<file path="src/rtl/mem_port_arbiter.sv">
// Shares one single-port memory between instruction fetch and data load/store.
// Data wins arbitration; a starvation counter forces a fetch grant after STARVE_LIMIT data wins.
module mem_port_arbiter #(
  parameter int ADDR_W       = 32,
  parameter int DATA_W       = 32,
  parameter int RD_LATENCY   = 1,
  parameter int STARVE_LIMIT = 4
) (
  input  logic              clk,
  input  logic              rst_n,
  input  logic              if_req,
  input  logic [ADDR_W-1:0] if_addr,
  output logic              if_gnt,
  output logic              if_rvalid,
  output logic [DATA_W-1:0] if_rdata,
  input  logic              d_req,
  input  logic              d_we,
  input  logic [ADDR_W-1:0] d_addr,
  input  logic [DATA_W-1:0] d_wdata,
  output logic              d_gnt,
  output logic              d_rvalid,
  output logic [DATA_W-1:0] d_rdata,
  output logic              mem_read,
  output logic              mem_write,
  output logic [ADDR_W-1:0] mem_addr,
  output logic [DATA_W-1:0] mem_wdata,
  input  logic [DATA_W-1:0] mem_rdata,
  output logic              busy
);

  localparam int LW = (RD_LATENCY > 1) ? $clog2(RD_LATENCY) : 1;
  localparam int SW = $clog2(STARVE_LIMIT + 1);
  localparam logic [SW-1:0] SLIM = SW'(STARVE_LIMIT);
  localparam logic [LW-1:0] LAT_LAST = LW'(RD_LATENCY - 1);

  typedef enum logic [1:0] {IDLE, ISSUE, WAIT, RESP} state_e;

  state_e            state_q, state_d;
  logic [LW-1:0]     lat_q, lat_d;
  logic [SW-1:0]     starve_q, starve_d;
  logic              owner_q, owner_d;    // 1 = data port owns the access
  logic              rd_q, rd_d, wr_q, wr_d;
  logic [ADDR_W-1:0] addr_q, addr_d;
  logic [DATA_W-1:0] wdata_q, wdata_d;
  logic [DATA_W-1:0] if_rdata_q, if_rdata_d, d_rdata_q, d_rdata_d;
  logic              fetch_win;

  always_ff @(posedge clk or negedge rst_n) begin
    if (!rst_n) begin
      state_q    <= IDLE;
      lat_q      <= '0;
      starve_q   <= '0;
      owner_q    <= 1'b0;
      rd_q       <= 1'b0;
      wr_q       <= 1'b0;
      addr_q     <= '0;
      wdata_q    <= '0;
      if_rdata_q <= '0;
      d_rdata_q  <= '0;
    end else begin
      state_q    <= state_d;
      lat_q      <= lat_d;
      starve_q   <= starve_d;
      owner_q    <= owner_d;
      rd_q       <= rd_d;
      wr_q       <= wr_d;
      addr_q     <= addr_d;
      wdata_q    <= wdata_d;
      if_rdata_q <= if_rdata_d;
      d_rdata_q  <= d_rdata_d;
    end
  end

  always_comb begin
    state_d    = state_q;
    lat_d      = lat_q;
    starve_d   = starve_q;
    owner_d    = owner_q;
    rd_d       = 1'b0;
    wr_d       = 1'b0;
    addr_d     = addr_q;
    wdata_d    = wdata_q;
    if_rdata_d = if_rdata_q;
    d_rdata_d  = d_rdata_q;
    if_gnt     = 1'b0;
    d_gnt      = 1'b0;
    fetch_win  = if_req && (!d_req || starve_q == SLIM);
    case (state_q)
      IDLE, RESP: begin
        state_d = IDLE;
        if (fetch_win) begin
          if_gnt   = 1'b1;
          owner_d  = 1'b0;
          rd_d     = 1'b1;
          addr_d   = if_addr;
          starve_d = '0;
          state_d  = ISSUE;
        end else if (d_req) begin
          d_gnt   = 1'b1;
          owner_d = 1'b1;
          rd_d    = !d_we;
          wr_d    = d_we;
          addr_d  = d_addr;
          if (d_we) wdata_d = d_wdata;
          // count only data wins that made a waiting fetch wait longer
          if (!if_req)              starve_d = '0;
          else if (starve_q != SLIM) starve_d = starve_q + 1'b1;
          state_d = ISSUE;
        end
      end
      ISSUE: begin
        lat_d   = LAT_LAST;
        state_d = wr_q ? IDLE : WAIT;
      end
      WAIT: begin
        if (lat_q == '0) begin
          if (owner_q) d_rdata_d  = mem_rdata;
          else         if_rdata_d = mem_rdata;
          state_d = RESP;
        end else begin
          lat_d = lat_q - 1'b1;
        end
      end
      default: state_d = IDLE;
    endcase
  end

  assign if_rvalid = (state_q == RESP) && !owner_q;
  assign d_rvalid  = (state_q == RESP) && owner_q;
  assign if_rdata  = if_rdata_q;
  assign d_rdata   = d_rdata_q;
  assign mem_read  = rd_q;
  assign mem_write = wr_q;
  assign mem_addr  = addr_q;
  assign mem_wdata = wdata_q;
  assign busy      = (state_q == ISSUE) || (state_q == WAIT);

endmodule

</file>
<file path="config.mk">
export PLATFORM = sky130hd
export DESIGN_NAME = mem_port_arbiter
export DESIGN_NICKNAME = d
export VERILOG_FILES = /design/src/rtl/mem_port_arbiter.sv
export SDC_FILE = /design/constraint.sdc
export NUM_CORES = 1
export LEC_CHECK = 0
export CAP_MARGIN = 15
export CELL_PAD_IN_SITES_DETAIL_PLACEMENT = 0
export CELL_PAD_IN_SITES_GLOBAL_PLACEMENT = 1
export CORE_UTILIZATION = 34
export CTS_CLUSTER_SIZE = 25
export DETAILED_ROUTE_END_ITERATION = 10
export GPL_TIMING_DRIVEN = 0
export PLACE_DENSITY = 0.87
export SLEW_MARGIN = 25
export SYNTH_ARGS = -nofsm -noshare
export SYNTH_HDL_FRONTEND = slang
export SYNTH_SLANG_ARGS = --single-unit
</file>
<file path="constraint.sdc">
create_clock -name clk -period 6.28 [get_ports clk]
set_clock_uncertainty 0.2 [all_clocks]
set_input_delay 0.628 -clock clk [delete_from_list [all_inputs] [get_ports clk]]
set_output_delay 0.628 -clock clk [all_outputs]
set_load 0.03 [all_outputs]
</file>
==> results_slide.txt, run 1 <==
Key Metrics from the Run

Run status
  • Status: complete, no violations

Floorplan
  • Initial Utilization: 34.73%
  • Die Size: 17,400 um2
  • DIE WIDTH: 131.9 um
  • Total core area: roughly 17,000 um2

Global route
  • Grt total ovfl: 0
  • GRT Overall Usage: 19.09%
  • Antenna violations before repair: 0
  • Number of global-route vias before repair: 4,869
  • First-pass GRT wire length: 25.87 mm

Finish
  • N_diodes: 0
  • Fill cells: ~1,400

Detailed routing
  • Total vias in the final route: ~4,600
  • Post-route DRC: 0
  • Starting DRT DRC Count: 147
  • DRT Pass-1 Iters: 5
  • Post-route ant nets: 0

Setup path
  • Critical path fanouts, max: 10
  • Crit path DAT: 2840 ps
  • Setup crit end kind: primary output
  • CP startpoint kind: input port
  • Critical path type: input port to primary output

Yosys
  • Yosys top cell area share: 59.30%
  • Post-synth regs: 136
  • Mapped Area: approximately 5700 um2
  • Ys flop type: dfrtp_1
  • Mux share: 18.84%
  • Yosys cell count: 431
  • Adder share: 1.090%
  • Syn nets: between 500 and 600
  • Cells after Synth: 431

Clock network
  • Setup bufs post-CTS: 0
  • CTS HTree Levels: 4
  • CTS tree: built
  • Post-cts resize count: 0
  • CTS Buf Count: 17
  • Num Clock Sinks: approximately 140

Run
  • Max cap viols: 0

Timing
  • Min cycle time layout: roughly 3700 ps
  • Final Hold Fails: 0
  • Final hold slack: 292.9 ps
  • Fmax: 272.8 MHz
  • Count of final setup violators: 0
  • RSZ-0062 raised after global routing: false
  • Fin crit share: 58.37%

Placement
  • # port buffers: ~270

Power and ir drop
  • Leakage: 0.003880 uW
  • Max rail drop VDD: 0.2577 mV
## run 1: final timing paths
path | depth (start not counted) | end | startpoint | slack [ps]
worst max-delay path | 8 | d_gnt | d_req | 2610
worst min-delay path | 2 | mem_addr[17]$_DFFE_PN0P_ | mem_addr[17]$_DFFE_PN0P_ | 290
worst max register to register | 6 | mem_wdata[10]$_DFFE_PN0P_ | state_q[0]$_DFF_PN0_ | 4010
worst min register to register | 2 | mem_addr[17]$_DFFE_PN0P_ | mem_addr[17]$_DFFE_PN0P_ | 290
max in group asynchronous | 3 | mem_wdata[18]$_DFFE_PN0P_ | rst_n | 4600
min in group asynchronous | 2 | if_rdata[5]$_DFFE_PN0P_ | rst_n | 540
## run 1: through the flow
step           utilization [%]  power (uW)  setup slack (ps)  cell area [um2]  instances
2_1_floorplan                -        3203              3685             5739        431
3_3_place_gp             52.57        4374            -863.5             8687        918
3_5_place_dp             52.77        4456              2597             8720        919
4_1_cts                  56.47        5503              2597             9331        952
5_1_grt                  56.47        5718              2511             9331        952
6_report                 56.47        5446              2614             9331        952
## run 1: registers in the layout, summed over array words and instances, names as in the netlist
name,flops
state_q,2
mem_write,1
owner_q,1
if_rdata,32
mem_read,1
d_rdata,32
mem_wdata,32
starve_q,3
mem_addr,32
## run 1: where the power goes
| group | switching (uW) | leakage [uW] | internal [uW] |
|---|---|---|---|
| clock | 391 | 0.000293 | 630 |
| sequential | 244 | 0.00162 | 1320 |
| combinational | 1600 | 0.00197 | 1270 |
## run 1: timing repair
action                                 in CTS  in global routing
setup endpoints to repair                   0                  0
hold buffers                                1                  0
endpoints found under the hold margin      56                  0
## run 1: final cells by class
type	instances	area, um2	share of cell area [%]
Buffer	32	172.7	1.850
Clock buffer	19	432.9	4.639
Clock inverter	13	168.9	1.810
Inverter	6	22.52	0.2414
Multi-Input combinational cell	257	2141	22.94
Sequential cell	136	3403	36.47
Tap cell	220	275.3	2.950
Timing Repair Buffer	269	2715	29.10
## run 1: critical path, cell delays in order
cell and delay [ps]:
clkdlybuf4s50_1 580, a21bo_1 230, buf_2 150, and2_1 170, buf_6 140, buf_6 150, nor2_1 90, clkdlybuf4s50_1 700
## run 1: layout by cell type (no fill, tap or decap), types with 2 or more instances in the layout
cell	netlist	layout
nor2b_1	2	2
mux2_2	96	96
inv_6	0	4
clkbuf_16	0	17
a32o_1	2	2
clkinv_2	0	2
inv_1	6	6
o211ai_2	29	29
clkbuf_1	16	18
nand4_1	32	32
nand2_1	67	67
clkdlybuf4s50_1	0	266
nor2_1	5	5
o211ai_1	3	3
ha_1	5	5
o21a_1	2	2
a21oi_1	2	2
buf_4	3	3
clkinv_4	0	3
buf_2	9	9
nand2b_1	2	2
buf_6	4	4
dfrtp_1	136	136
bufinv_16	0	3
and2_1	2	2
## run 1: cells by family (layout without fill, tap and decap cells)
group,Yosys count,count (layout)
flops,136,136
fa+ha+maj,5,5
mux,96,96
simple gates,112,112
buf+inv,38,339
compound gates,44,44
## run 1: metal layers
metal	GRT usage, %	wire (um)	vias to the layer above
met5	0	0	-
met4	6.525	303	0
met3	6.536	1243	29
met2	32.92	8176	203
met1	22.06	6494	2259
li1	-	-	2114
Run 1, gate families picked out:
Scale bar: 50 um.
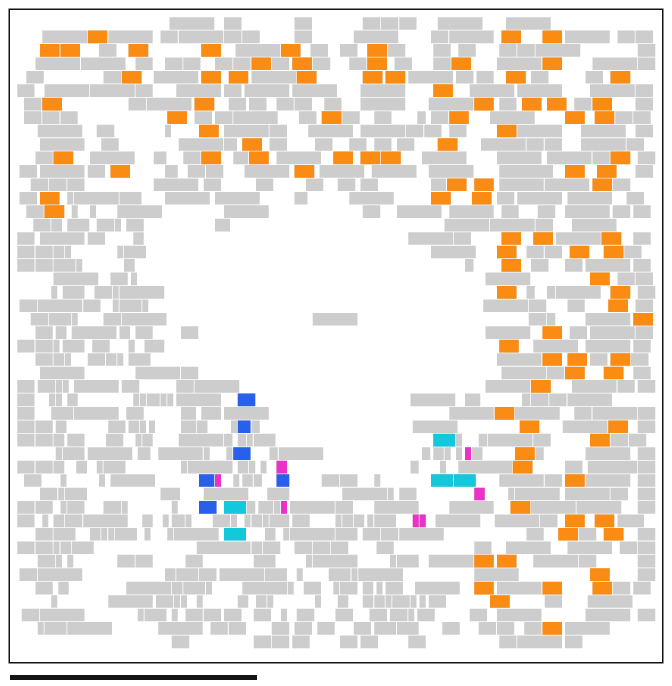
| family | colour | cells |
|---|---|---|
| non-inverting ao/oa cells | blue | 6 |
| mux cells | orange | 96 |
| nor cells | magenta | 7 |
| fa/ha/maj cells | cyan | 5 |

Run 1, close-up of the layout:
Scale bar: 10 um. Region (79, 13) to (119, 53) um. Cells in grey, sequential cells in the stronger grey; small squares are vias.
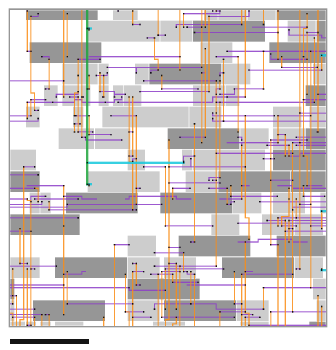
| layer | colour |
|---|---|
| metal 4 | green |
| metal 2 | orange |
| metal 3 | cyan |
| metal 1 | purple |
sequential cells in the window: 17
netlist names of flops here include: if_rdata (8), d_rdata (5), mem_addr (2)
cells with their middle in the window: 62
most frequent: dfrtp_1 (17), mux2_2 (12), clkdlybuf4s50_1 (10)

Run 1, metal 3:
Scale bar: 50 um. Cells faint in the background.
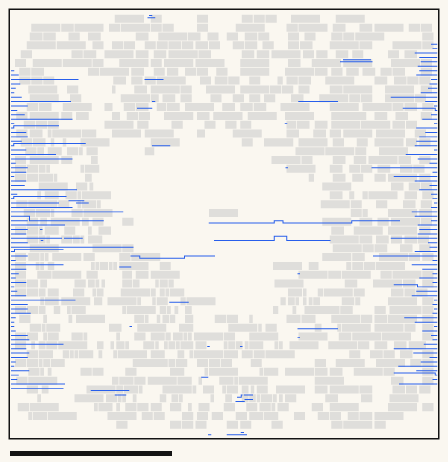
main direction: horizontal
wire length on this layer: 1,240 um

Run 1, signal wires on met1:
Scale bar: 50 um. Supply wires on this layer in grey.
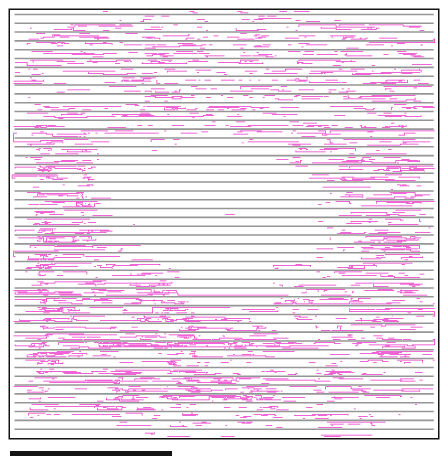
share of all routed wire: 40%
main direction: horizontal
nets with wire on the layer: 718
longest straight run: 34.0 um

==> run 1 -> run 2 <==
CORE_UTILIZATION = 32   (was 34)
PLACE_DENSITY = 0.82   (was 0.87)
clock period = 3.7 ns   (was 6.28 ns; I/O delays follow)
Run 2, metal 3:
Scale bar: 50 um. Cells faint in the background.
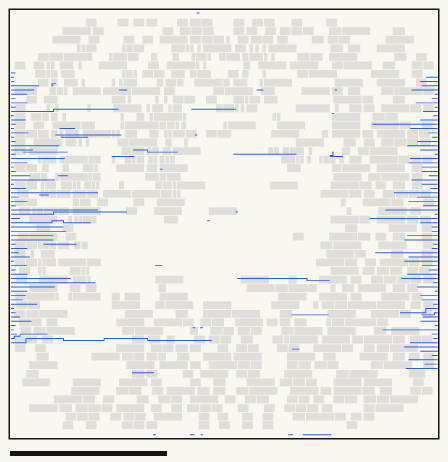
nets with wire on the layer: 149
longest straight run: 27.4 um
wire length on this layer: 1,160 um
main direction: horizontal
share of all routed wire: 7.2%

==> run 2 against run 1 <==
  * Power increased by 68%
  * Critical path depth decreased by 2
  * Register-to-register slack got worse by 2600 ps
  * Largest power group unchanged
  * First-iteration DRC count increased by 17%
  * Largest cell class unchanged
  * Area after synthesis unchanged
==> results_slide.txt, run 2 <==
Key Metrics from the Run

Clock network
  • CTS HTree Levels: 4
  • CTS Buf Count: 17
  • Post-cts resize count: 0
  • CTS Root Cell: clkbuf_16
  • Max clock buf depth: 2
  • Num Clock Sinks: 136
  • CTS tree: built

Yosys
  • Yosys warns: 0
  • Syn avg cell area: 13.32 um2
  • Yosys top cell by area: dfrtp_1
  • Ranking of synthesized cells by area: dfrtp_1, mux2_2, o211ai_2, nand2_1, nand4_1
  • Post-synth regs: 136
  • Yosys top cell area share: between 50% and 60%
  • Ys flop type: dfrtp_1
  • Mapped Area: 5739 um2
  • Yosys cell count: 431
  • Most common cell in the netlist: dfrtp_1
  • Post-synth top cells: dfrtp_1, mux2_2, nand2_1, nand4_1, o211ai_2
  • Post-synth area from yosys stat: 5739 um2
  • Syn nets: between 500 and 600
  • Cells after Synth: between 400 and 500
  • Sequential area share after synthesis: 59.30%

Global route
  • Met1 GRT Util: 20.56%
  • First-pass GRT wire length: 25.35 mm
  • Met2 Usage GRT: 30.73%
  • Grt total ovfl: 0
  • Busiest grt layer: met2
  • Number of global-route vias before repair: just under 5,000
  • Antenna violations before repair: 0
  • Met3 usage: just over 6%
  • Largest net degree at the start of global routing: 73
  • GRT Overall Usage: 17.77%

Finish
  • Commonest cells after routing, fill and taps aside: clkdlybuf4s50_1, dfrtp_1, mux2_2
  • Share of cells above drive strength 1: between 20% and 30%
  • Most frequent logic cell in the layout: clkdlybuf4s50_1
  • Layout Cells excl Fill: 957
  • Util after Layout: around 54%
  • N_diodes: 0
  • Final nets: 857
  • Synthesis-to-finish area growth: 62.44%

Floorplan
  • DIE WIDTH: approximately 140 um
  • Die Size: 18,470 um2
  • Floorplan row count: 48
  • I/O pin count: 268
  • Total core area: 17,420 um2
  • Initial Utilization: approximately 33%

Setup path
  • CP startpoint kind: register
  • Slowest CP cell: clkdlybuf4s50_1
  • Crit-path cells: inv_1 > ha_1 > clkbuf_1 > clkbuf_1 > inv_1 > clkdlybuf4s50_1
  • CP bufs+invs: 5
  • Critical path type: register to primary output
  • Cell family with most CP delay: buffers and inverters
  • Setup crit end kind: primary output
  • Max incr delay on CP: around 600 ps
  • Critical path fanouts, max: 10
  • Crit path DRT: 3130 ps
  • Crit path DAT: 2730 ps

Run status
  • Status: complete, no violations

Power and ir drop
  • Max rail drop VDD: approximately 0.58 mV
  • Power Dens Cells: 983.5 nW/um2
  • Leakage: 0.003864 uW

Timing
  • Fin crit share: about nine tenths
  • Actual slew at the worst max-slew pin: 601.9 ps
  • Final hold slack: 288.5 ps
  • Min cycle time layout: 3297 ps
  • RSZ-0062 raised after global routing: false
  • Count of final setup violators: 0
  • Final Hold Fails: 0
  • Fmax: a little over 300 MHz
  • Slew Viols, Final: 0

Placement
  • Placed Cells: 924
  • Gpl congestion: 0.7795
  • Hpwl dp: 12.01 mm
  • # port buffers: 267

Detailed routing
  • DRT Pass-1 Iters: 4
  • Starting DRT DRC Count: 172
  • Wire length per cell: roughly 17 um
  • Total vias in the final route: between 4,000 and 5,000
  • Post-route ant nets: 0
  • Post-route DRC: 0

Run
  • Max cap viols: 0
  • Tool warnings: 29
==> run 2: cell types whose count changed in the layout (fill, tap and decap cells not counted) <==
| cell | before | now |
|---|---|---|
| clkinvlp_4 | 1 | 4 |
| bufinv_16 | 3 | 2 |
| inv_6 | 4 | 3 |
| clkinv_4 | 3 | 2 |
| clkbuf_8 | 0 | 1 |
| clkbuf_1 | 18 | 17 |
==> run 2: logic make-up after synthesis <==
group                      Yosys count  synth area share [%]
buffers and inverters               38                 3.401
AOI/OAI and AO/OA                   44                 8.328
DFF                                136                 59.30
muxes                               96                 18.84
and+or+nand+nor                    112                 9.047
adders and majority gates            5                 1.090
==> run 2: cell type report <==
class | count | area (um2)
plain buffers | 32 | 172.7
clock buffers | 19 | 442.9
clock inverters | 13 | 143.9
fillers | 1482 | 8094
inverters | 6 | 22.52
multi-input cells | 257 | 2141
flip-flops and latches | 136 | 3403
well taps | 225 | 281.5
repair buffers | 269 | 2715
==> run 2: power by group <==
group | switching (uW) | internal (uW) | leakage [uW]
combinational | 2700 | 2150 | 0.00197
clock | 656 | 1020 | 0.000276
sequential | 405 | 2240 | 0.00162
total | 3760 | 5410 | 0.00386
==> run 2: tightest hold or removal path, stage by stage (launching register included) <==
cell      delay (ps)
dfrtp_1          340
nand2_1           60
o211ai_2          50
==> run 2: path summary, 6_finish.rpt <==
kind	start	endpoint	slack, ps	depth (start not counted)
max	state_q[0]$_DFF_PN0_	busy	400	6
min	mem_addr[24]$_DFFE_PN0P_	mem_addr[24]$_DFFE_PN0P_	290	2
max reg2reg	state_q[0]$_DFF_PN0_	mem_wdata[29]$_DFFE_PN0P_	1450	6
min reg2reg	mem_addr[24]$_DFFE_PN0P_	mem_addr[24]$_DFFE_PN0P_	290	2
max in group asynchronous	rst_n	mem_read$_DFF_PN0_	2250	3
min in group asynchronous	rst_n	d_rdata[10]$_DFFE_PN0P_	310	2
==> run 2: routing by layer <==
layer  wire length, um  part of all wire [%]
met5                 0                     0
met4               276                   1.7
met3              1161                   7.2
met2              8163                    51
met1              6447                    40
==> run 2: stage by stage <==
step	setup slack, ps	instance area (um2)	total power, uW	TNS (ps)
finish	402.8	9323	9169	0
CTS	345.4	9323	9267	0
detailed placement	554.7	8726	7557	0
floorplan	1385	5739	5437	0
global route	159.6	9323	9667	0
global placement	-3253	8693	7445	-440690
==> run 2: repair_timing <==
item                                    in CTS  in global routing
endpoints found under the setup margin       0                  0
setup buffers                                0                  0
hold buffers                                 1                  0
endpoints found under the hold margin       64                  0
==> run 2 -> run 3 <==
GPL_TIMING_DRIVEN = unset   (was 0)
Run 3, close-up of the layout:
Scale bar: 10 um. Region (82, 14) to (122, 54) um. Cells in grey, sequential cells in the stronger grey; small squares are vias.
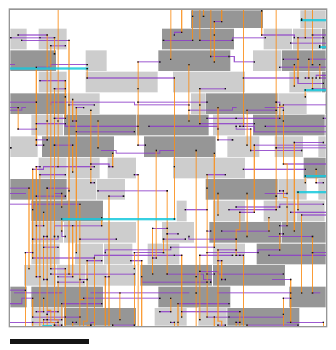
| layer | colour |
|---|---|
| metal 3 | cyan |
| metal 2 | orange |
| metal 1 | purple |
netlist names of flops here include: d_rdata (13), if_rdata (11)
cells with their middle in the window: 70
sequential cells in the window: 25
most frequent: dfrtp_1 (25), clkdlybuf4s50_1 (21), mux2_2 (16)

==> run 3 against run 2 <==
  * Synthesized cell count unchanged
  * Critical path depth unchanged
  * Sequential share of layout area grew 0.33 points
  * Maximum frequency up 10%
  * Sequential power hardly changed
  * Utilization fell by 0.47 points
  * Worst hold slack improved by 5.0 ps
  * Register-to-register slack worse by 210 ps
  * Setup slack better by 310 ps
  * First-iteration DRC count decreased by 16%
  * Combinational power barely moved
  * Largest cell class unchanged
  * Largest power group unchanged
==> results_slide.txt, run 3 <==
Key Metrics from the Run

Run status
  • Status: complete, no violations

Clock network
  • CTS Root Cell: clkbuf_16
  • Setup bufs post-CTS: 0
  • Max clock buf depth: 2
  • CTS Buf Count: 17
  • CTS tree: built
  • CTS HTree Levels: 4

Setup path
  • Critical path fanouts, max: 16
  • Crit-path cells: inv_1 > ha_1 > a21bo_1 > buf_4 > and3_1 > clkdlybuf4s50_1
  • CP bufs+invs: 3
  • Launch point of the worst reg-to-reg path: state_q[0]$_DFF_PN0_
  • Setup crit start: starve_q[0]$_DFFE_PN0P_
  • Max incr delay on CP: 670 ps
  • R2R Setup Slk: 1240 ps
  • Critical path type: register to primary output
  • Cell family with most CP delay: buffers and inverters
  • RR Endpoint: mem_wdata[2]$_DFFE_PN0P_
  • Setup crit end kind: primary output
  • FF-to-FF path depth: 7
  • Critical path depth: 6

Yosys
  • Most common cell in the netlist: dfrtp_1
  • Simple-gate area share of the yosys netlist: 9.047%
  • Post-synth area from yosys stat: about 5700 um2
  • Yosys aoi share: 8.328%
  • Yosys cell count: 431
  • Post-synth top cells: dfrtp_1, mux2_2, nand2_1, nand4_1, o211ai_2
  • Adder share: 1.090%
  • Mapped Area: between 5000 and 6000 um2
  • Post-synth regs: 136
  • Yosys top cell area share: 59.30%
  • Mux share: 18.84%
  • Sequential area share after synthesis: around three fifths
  • Cells after Synth: 431
  • Ys flop type: dfrtp_1
  • Syn nets: around 570
  • Yosys top cell by area: dfrtp_1
  • Syn avg cell area: 13.32 um2

Finish
  • Final nets: 837
  • Fill cells: between 1,000 and 1,500
  • Share of cells above drive strength 1: 24.58%
  • Layout Cells excl Fill: 937
  • Commonest cells after routing, fill and taps aside: clkdlybuf4s50_1, dfrtp_1, mux2_2
  • Reg area: 3403 um2
  • N_diodes: 0
  • Most frequent logic cell in the layout: clkdlybuf4s50_1
  • Comb area: between 2000 and 2500 um2

Floorplan
  • Die Size: 18,470 um2
  • I/O pin count: 268
  • Total core area: 17,420 um2
  • Floorplan row count: 48

Detailed routing
  • Post-route ant nets: 0
  • Wire length per cell: 16.88 um
  • DRT Pass-1 Iters: 4
  • Post-route DRC: 0

Power and ir drop
  • Leakage: 0.003822 uW
  • Max rail drop VDD: 0.6018 mV
  • Tot Pwr: about 9100 uW
  • Power Dens Cells: 988.7 nW/um2

Global route
  • GRT Overall Usage: 17.48%
  • Grt total ovfl: 0
  • First-pass GRT wire length: 24.64 mm
  • Number of global-route vias before repair: 4,675
  • Largest net degree at the start of global routing: approximately 90

Timing
  • Count of final setup violators: 0
  • Final Hold Fails: 0
  • Slew Viols, Final: 0
  • Fin crit share: 80.69%
  • Final hold slack: 293.5 ps
  • Min cycle time layout: 2986 ps
  • Actual slew at the worst max-slew pin: 974.5 ps
  • RSZ-0062 raised after global routing: false

Run
  • Tool warnings: 29
  • Max cap viols: 0

Placement
  • Hpwl dp: between 10 and 15 mm
  • Placed Cells: 904
==> run 3: netlist changes by cell type in the layout (fill, tap and decap cells not counted), sizes merged <==
cell	before	now
clkbuf	35	19
buf	18	15
clkdlybuf4s50	266	265
==> run 3: where the power goes <==
part           switching [uW]  total [uW]  internal, uW
Clock                     647        1650           999
Sequential                415        2660          2240
Combinational            2690        4830          2150
Total                    3750        9140          5390
==> run 3: per-stage QoR <==
stage	worst slack [ps]	area [um2]
floorplan	1385	5739
global placement	921.9	8651
detailed placement	898.4	8651
CTS	691.5	9240
global route	601.1	9240
finish	714.4	9240
==> run 3: logic make-up (layout without fill, tap and decap cells) <==
group | Yosys count | count (layout)
AND-OR/OR-AND | 44 | 44
adder cells (fa/ha/maj) | 5 | 5
buffers and inverters | 38 | 319
flip-flops | 136 | 136
multiplexers | 96 | 96
AND/OR/NAND/NOR | 112 | 112
==> run 3: what timing repair did <==
item / CTS / global route
hold buffers: 1 / 0
gates resized: 0 / 0
hold endpoints to repair: 88 / 0
==> run 3: per-layer routing <==
metal | GRT usage, % | routed length, um | vias to the layer above
li1 | - | - | 2083
met1 | 20.60 | 6515 | 2234
met5 | 0 | 0 | -
met3 | 4.698 | 961 | 20
met2 | 30.81 | 8092 | 170
met4 | 5.432 | 245 | 0
==> run 3: area by class of cell <==
class | instances | area share, %
clock buffer | 19 | 4.685
inverter | 6 | 0.2437
clock inverter | 13 | 1.584
timing repair buffer | 281 | 30.21
sequential | 136 | 36.83
tap | 225 | 3.047
multi-input combinational | 257 | 23.40
==> run 3: worst min-delay path, cell delays in order, from the launching register on <==
cell	delay [ps]
dfrtp_1	340
nand2_1	60
o211ai_2	50
==> run 3: worst min-delay path by stage <==
stage                                   from                  endpoint  slack [ps]  depth (start not counted)
floorplan                              rst_n    d_rdata[0]$_DFFE_PN0P_        -130                          0
global placement    mem_addr[23]$_DFFE_PN0P_  mem_addr[23]$_DFFE_PN0P_         270                          2
detailed placement   mem_addr[5]$_DFFE_PN0P_   mem_addr[5]$_DFFE_PN0P_         280                          2
CTS                 mem_addr[27]$_DFFE_PN0P_  mem_addr[27]$_DFFE_PN0P_         300                          2
global route        mem_addr[17]$_DFFE_PN0P_  mem_addr[17]$_DFFE_PN0P_         320                          2
finish              mem_addr[27]$_DFFE_PN0P_  mem_addr[27]$_DFFE_PN0P_         290                          2

==> gallery <==
Routing congestion map.
picture 1
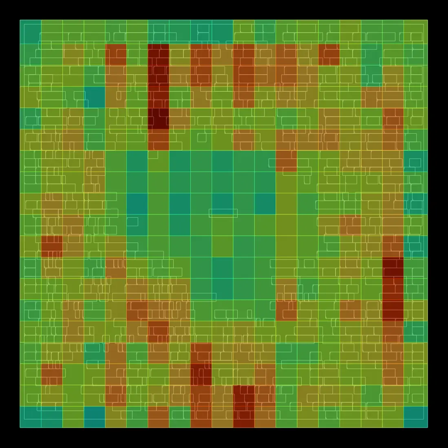
picture 2
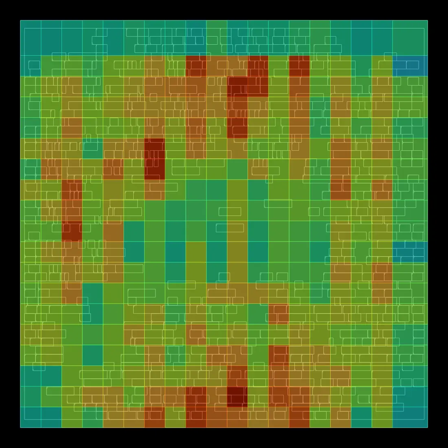
picture 3
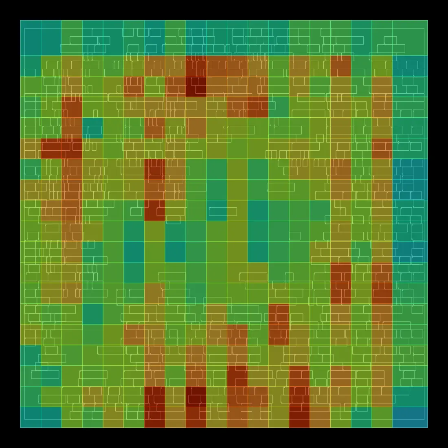
- picture 1 = run 1
- picture 3 = run 2
- picture 2 = run 3

No activity file was given, so power comes from the tool's default toggle rates.
